==> config.mk <==
export PLATFORM = sky130hd
export DESIGN_NAME = instr_fetch_unit
export DESIGN_NICKNAME = d
export VERILOG_FILES = /design/src/rtl/instr_fetch_unit.sv
export SDC_FILE = /design/constraint.sdc
export NUM_CORES = 1
export LEC_CHECK = 0
export ABC_AREA = 1
export CAP_MARGIN = 25
export CELL_PAD_IN_SITES_DETAIL_PLACEMENT = 0
export CELL_PAD_IN_SITES_GLOBAL_PLACEMENT = 1
export CORE_ASPECT_RATIO = 1.2
export CORE_MARGIN = 8
export CORE_UTILIZATION = 29
export DETAILED_ROUTE_END_ITERATION = 16
export GPL_ROUTABILITY_DRIVEN = 1
export PLACE_DENSITY = 0.75
export SETUP_SLACK_MARGIN = 0.15
export SLEW_MARGIN = 20
export SYNTH_ARGS = -nofsm -noshare
export SYNTH_HDL_FRONTEND = slang
export SYNTH_SLANG_ARGS = --single-unit
==> constraint.sdc <==
create_clock -name CLK -period 1.45 [get_ports CLK]
set_input_delay 0.3625 -clock CLK [delete_from_list [all_inputs] [get_ports CLK]]
set_output_delay 0.3625 -clock CLK [all_outputs]
set_load 0.03 [all_outputs]
run_1/ff_map.png
Other sequential cells in the stronger grey, the rest of the logic in the fainter grey.
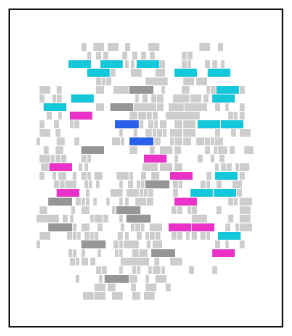
INSTR -> cyan  # placed flops 16
state_q -> blue  # placed flops 2
INSTR_PC -> magenta  # placed flops 9
not coloured = 11
register share of the cell area: 29.3%
Sequential Power: 1.22 mW
combined flip-flop and latch cell area: 774 µm²

run_1/clock_wires.png
Bar = 20 µm.
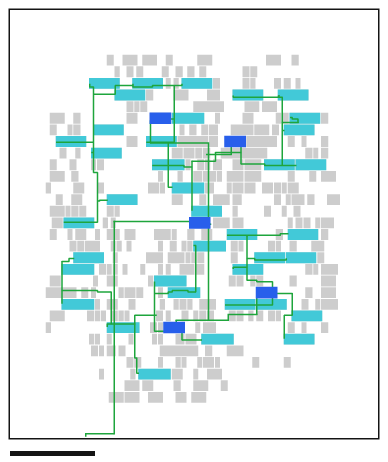
clock-net drivers -> blue  # count 5
flip-flops -> cyan  # count 38
clock wires -> green  # length 558 µm
routed clock nets = 6
clock power share: 29.8%
Clock net power: 0.899 mW

run_1/layers.png
Bar = 20 µm.
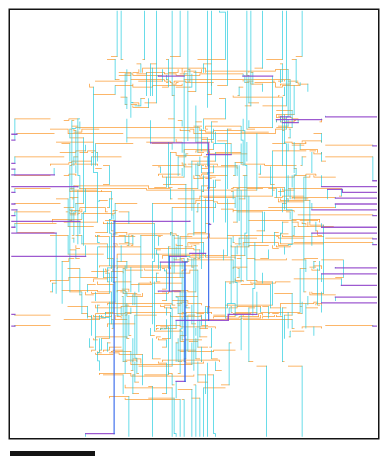
M3 -> purple  # wire length 351 µm
M2 -> cyan  # wire length 2470 µm
M4 -> blue  # wire length 124 µm
M1 -> orange  # wire length 2430 µm
DR vias: 1858
detailed-route wire length: 5.38 mm
total routing resource utilization after global routing: 12.5%
WL per Instance: 13.3 µm

==> GITHUB_STEP_SUMMARY, run 1 <==
## Implementation flow summary

| Metric | Value |
|---|---|
| Run status | finished clean |
| GPL Wtd Cong | 0.807 |
| Clock-pin slew on the worst setup and hold paths | 0.08 ns |
| Post-synthesis instance total | 242 |
| R2R setup slack | 0.23 ns |
| Post-synth area from yosys stat | 1710 µm² |
| Fraction of final layout cells sized beyond drive strength 1 | 30.6% |
| Count of tool warnings | 29 |
| Max Cap Violations | 0 |
| Area share of and-or/or-and cells after synthesis | 14.6% |
| Late-Pin Clk Latency | 0.30 ns |
| Fraction of power spent switching nets | 33.0% |
| Maximum achievable frequency | 778 MHz |
| Most frequent logic cell in the layout | sky130_fd_sc_hd__nand2_1 |
| Fin. Hold Viols | 0 |
| Port bufs | 64 |
| Floorplan core area | 5670 µm² |
| Largest net degree at the start of global routing | 20 |
| Post-synthesis to final-layout area growth | 54.8% |
| Starting Density | 30.2% |
| CP Launch Type | register |
| Sw Pwr | 0.996 mW |
| 1st-pass router iterations | 4 |
| Number of cells in the yosys synthesis report | 242 |
| Number of pins with negative max-slew slack in the final report | 0 |
| Row count | 30 |
| Max FO, Critical Path | 5 |
| Clock tree from TritonCTS | built |
| Endpoint arrival time on the critical path | 0.92 ns |
| Combinational family with the most area after synthesis | simple AND/OR/NAND/NOR gates |
| Number of vias per cell after detailed routing | 4.60 |
| Total die size | 8620 µm² |
| Internal power consumption | 2.02 mW |
| Proportion of synthesized area in mux cells | 0% |
| Count of cells along the worst hold path | 2 |
| Number of DRC markers after the initial detailed-route iteration | 73 |
| Count of distinct cell types in the synthesized netlist | 24 |
| Unrepaired setup endpoints after global routing | yes |
==> run 1: metal layers <==
| layer | wire length [µm] | vias to the layer above | track usage [%] | share of wire, % |
|---|---|---|---|---|
| met1 | 2430 | 834 | 15.0 | 45 |
| met3 | 350 | 9 | 3.84 | 6.5 |
| met4 | 124 | 0 | 6.49 | 2.3 |
| met5 | 0 | - | 0 | 0 |
| met2 | 2470 | 60 | 19.5 | 46 |
| li1 | - | 955 | - | - |
==> run 1: critical path, cell delays in order, from the launching register on <==
cell and delay (ns):
sky130_fd_sc_hd__dfxtp_2 0.35, sky130_fd_sc_hd__buf_4 0.14, sky130_fd_sc_hd__buf_12 0.13
==> run 1: repair_timing <==
| item | CTS | global route |
|---|---|---|
| hold endpoints to repair | 0 | 0 |
| buffers inserted | 2 | 0 |
| pin swaps | 5 | 0 |
| resized | 131 | 38 |
| gates cloned | 1 | 0 |
| setup endpoints to repair | 65 | 50 |
==> run 1: power by group through the flow <==
stage / sequential, mW / clock, mW / combinational (mW)
after CTS: 1.22 / 0.928 / 0.897
after floorplan: 1.41 / 0 / 0.325
after global placement: 1.24 / 0 / 0.902
after global routing: 1.24 / 0.966 / 0.982
final: 1.22 / 0.899 / 0.898
after detailed placement: 1.24 / 0 / 0.905
==> run 1: cells in the mapped netlist <==
master,instances,area [µm²]
sky130_fd_sc_hd__o21ai_0,5,25.0
sky130_fd_sc_hd__dfxtp_1,38,761
sky130_fd_sc_hd__buf_6,1,11.3
sky130_fd_sc_hd__o21a_1,1,7.51
sky130_fd_sc_hd__a21oi_1,33,165
sky130_fd_sc_hd__nand3_1,32,160
sky130_fd_sc_hd__o21bai_2,1,11.3
sky130_fd_sc_hd__nor3_1,2,10.0
sky130_fd_sc_hd__nor2_4,1,11.3
sky130_fd_sc_hd__nand4_1,1,6.26
sky130_fd_sc_hd__nand3b_1,3,22.5
sky130_fd_sc_hd__inv_2,4,15.0
sky130_fd_sc_hd__o21bai_1,1,7.51
sky130_fd_sc_hd__buf_4,3,22.5
sky130_fd_sc_hd__buf_2,4,20.0
sky130_fd_sc_hd__nor2_1,29,109
sky130_fd_sc_hd__o21ai_1,5,25.0
sky130_fd_sc_hd__nand2_2,6,37.5
sky130_fd_sc_hd__ha_1,1,12.5
sky130_fd_sc_hd__clkbuf_1,5,18.8
sky130_fd_sc_hd__conb_1,1,3.75
sky130_fd_sc_hd__o31ai_1,1,7.51
sky130_fd_sc_hd__nand2_1,53,199
sky130_fd_sc_hd__inv_1,11,41.3
==> run 1: per-stage QoR <==
step	utilization (%)	TNS [ns]	hold slack [ns]	area (µm²)	total power, mW
floorplan	-	0	0.432	1720	1.73
global placement	45.1	-10.14	0.447	2560	2.14
detailed placement	45.1	-10.45	0.449	2560	2.15
CTS	46.8	0	0.461	2650	3.05
global route	46.7	0	0.472	2650	3.18
finish	46.7	0	0.455	2650	3.02
==> run 1: cell type report <==
cell class	instances	area share [%]
sequential	38	29.3
timing repair buffer	85	27.0
tap	80	3.78
clock buffer	5	2.60
clock inverter	3	1.51
multi-input combinational	178	33.6
inverter	15	2.22
--- run 2 (diff from run 1) ---
- ABC_CLOCK_PERIOD_IN_PS: default -> 1450
- SETUP_SLACK_MARGIN: 0.15 -> 0.3
run_2/ff_map.png
Other sequential cells in the stronger grey, the rest of the logic in the fainter grey.
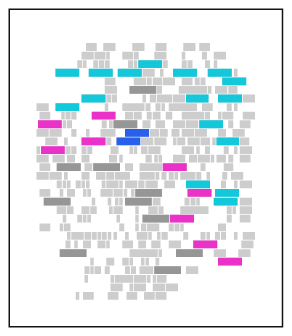
state_q -> blue  # placed flops 2
INSTR_PC -> magenta  # placed flops 9
INSTR -> cyan  # placed flops 16
register share of the cell area: 26.8%
Sequential Power: 1.24 mW

==> run 2 against run 1 <==
  * First-iteration DRC count rose by 53%
  * Synthesized area did not move
  * Utilization rose by 7.9 points
  * Clock power rose by 4.8%
  * Sequential share of layout area fell by 2.5 points
  * Die area did not move
  * Largest cell class unchanged
==> GITHUB_STEP_SUMMARY, run 2 <==
## Implementation flow summary

| Metric | Value |
|---|---|
| Number of vias per cell after detailed routing | 4.64 (+0.89%) |
| Kind of end point of the critical path | register |
| Most frequent logic cell in the layout | sky130_fd_sc_hd__nand2_1 |
| Area share of the largest cell type after synthesis | 44.5% (unchanged) |
| Setup skew after layout | 0.00523 ns |
| Post-synth top cells | sky130_fd_sc_hd__nand2_1, sky130_fd_sc_hd__dfxtp_1, sky130_fd_sc_hd__a21oi_1 |
| Overall power | 3.32 mW (+9.9%) |
| Number of DRC markers after the initial detailed-route iteration | 112 (+53%) |
| Number of pins with negative max-slew slack in the final report | 0 (unchanged) |
| Root Driver | sky130_fd_sc_hd__clkbuf_8 |
| Tally of yosys warning messages | 0 |
| Unrepaired setup endpoints after global routing | yes |
| Leakage | 1.31 nW |
| Most repeated cell in the gate-level netlist after synthesis | sky130_fd_sc_hd__nand2_1 |
| Number of cells in the yosys synthesis report | 242 (unchanged) |
| Fin. Hold Viols | 0 (unchanged) |
| Clock tree from TritonCTS | built |
| Proportion of synthesized area in mux cells | 0% (unchanged) |
| Post-synth area from yosys stat | 1710 µm² (unchanged) |
| Max FO, Critical Path | 10 (+5) |
| DR vias | 1921 (+3.4%) |
| Max reg flops | 16 |
| Worst hold path class | register to register |
| Port bufs | 64 (unchanged) |
| Async S/R FF share, synth | 0% (unchanged) |
| Area of all placed cells without fillers | 3100 µm² (+17%) |
| Top-level I/O count | 68 |
| Count of tool warnings | 30 (+3.4%) |
| Share of the cycle needed by the critical path after routing | 86.3% |
| Post-synthesis instance total | 242 (unchanged) |
| Post-Place Cell Area | 2530 µm² (-1.2%) |
| Number of buffers created by CTS | 5 |
| Post-Route Setup TNS | 0 ns (unchanged) |
| Total routing resource utilization after global routing | 13.0% (+0.46 points) |
| Floorplan core area | 5670 µm² (unchanged) |
| Number of nets in the layout | 364 |
| Post-Synthesis Mean Instance Area | 7.07 µm² |
| CP Launch Type | register |
| Endpoint arrival time on the critical path | 1.43 ns (+0.51 ns) |
| Total die size | 8620 µm² (unchanged) |
| Cell types with the largest area share after synthesis | sky130_fd_sc_hd__dfxtp_1, sky130_fd_sc_hd__nand2_1, sky130_fd_sc_hd__a21oi_1, sky130_fd_sc_hd__nand3_1, sky130_fd_sc_hd__nor2_1 |
| Library cell with the largest summed area after synthesis | sky130_fd_sc_hd__dfxtp_1 |
| Data required time of the critical path | 1.63 ns |
| Largest net degree at the start of global routing | 21 (+5.0%) |
| GPL Wtd Cong | 0.769 (-4.7%) |
| Cells on worst reg2reg path | 8 |
| Fraction of final layout cells sized beyond drive strength 1 | 45.8% (+15 points) |
| WL per Instance | 14.1 µm (+5.8%) |
| Post-synthesis to final-layout area growth | 81.0% |
| Total power density per cell area | 1070 nW/µm² |
| Most used flip-flop cell after synthesis | sky130_fd_sc_hd__dfxtp_1 |
| Area share of and-or/or-and cells after synthesis | 14.6% (unchanged) |
| Row count | 30 (unchanged) |
| Number of cells in the finished layout apart from fillers | 414 |
| Detailed-route wire length | 5.83 mm (+8.4%) |
| Count of flip-flops with a built-in enable after synthesis | 0 (unchanged) |
| Count of distinct cell types in the synthesized netlist | 24 (unchanged) |
| Maximum achievable frequency | 799 MHz (+2.6%) |
| Detailed-route DRC error count | 0 |
| Starting Density | 30.2% (unchanged) |
| Max Cap Violations | 0 (unchanged) |
| 1st-pass router iterations | 4 (unchanged) |
| Run status | finished clean |
| Late-Pin Clk Latency | 0.29 ns (about the same) |
| Final core utilization | 54.6% (+7.9 points) |
| Combinational family with the most area after synthesis | simple AND/OR/NAND/NOR gates |
| Clock-pin slew on the worst setup and hold paths | 0.08 ns (about the same) |
| Seq cells post-synth | 38 |
| Inserted Diodes | 0 |
| Count of cells along the worst hold path | 2 (unchanged) |
| R2R setup slack | 0.20 ns (-0.03 ns) |
| Height of the die | 100 µm |
==> run 2: cell counts after synthesis <==
Identical to the previous run, type by type.
==> run 2: layout make-up <==
class,count,area [µm²],area share [%]
Tap cell,80,100,3.23
Multi-Input combinational cell,178,987,31.9
Sequential cell,38,828,26.8
Timing Repair Buffer,95,986,31.9
Clock inverter,1,8.76,0.283
Clock buffer,7,119,3.84
Inverter,15,66.3,2.14
==> run 2: worst max-delay path: stages (launching register included) <==
cell	delay, ns
sky130_fd_sc_hd__dfxtp_2	0.36
sky130_fd_sc_hd__inv_4	0.08
sky130_fd_sc_hd__nand2_4	0.06
sky130_fd_sc_hd__nor2_4	0.16
sky130_fd_sc_hd__buf_6	0.13
sky130_fd_sc_hd__nand2_4	0.07
sky130_fd_sc_hd__clkbuf_16	0.17
sky130_fd_sc_hd__nand2_1	0.06
sky130_fd_sc_hd__a21oi_1	0.06
==> run 2: cells by family after synthesis <==
| logic type | Yosys count |
|---|---|
| other | 1 |
| buffers and inverters | 28 |
| DFF | 38 |
| AOI/OAI and AO/OA | 47 |
| and+or+nand+nor | 127 |
| adders and majority gates | 1 |
==> run 2: routing by layer <==
| layer | global-route usage (%) | routed length (µm) | up-vias |
|---|---|---|---|
| li1 | - | - | 980 |
| met1 | 14.3 | 2470 | 886 |
| met2 | 22.7 | 2960 | 48 |
| met3 | 3.84 | 300 | 7 |
| met4 | 4.86 | 97 | 0 |
| met5 | 0 | 0 | - |
==> run 2: through the flow <==
| stage | setup WS [ns] | hold WS, ns |
|---|---|---|
| after floorplan | 0.281 | 0.424 |
| after global placement | -0.409 | 0.446 |
| after CTS | 0.260 | 0.467 |
| after global routing | 0.128 | 0.485 |
| after detailed placement | -0.416 | 0.451 |
| final | 0.198 | 0.467 |
==> run 2: timing repair <==
item | 4_1_cts | 5_1_grt
pin swaps | 12 | 9
setup endpoints to repair | 72 | 62
buffers inserted | 11 | 3
cloned | 1 | 1
hold buffers | 0 | 0
gates resized | 253 | 41
==> run 2: power breakdown <==
group          switching [mW]  total [mW]  internal (mW)
Sequential             0.0842        1.24           1.16
Clock                   0.391       0.942          0.551
Combinational           0.606        1.13          0.527
Total                    1.08        3.32           2.24
Power is estimated from default activity; no workload was simulated.
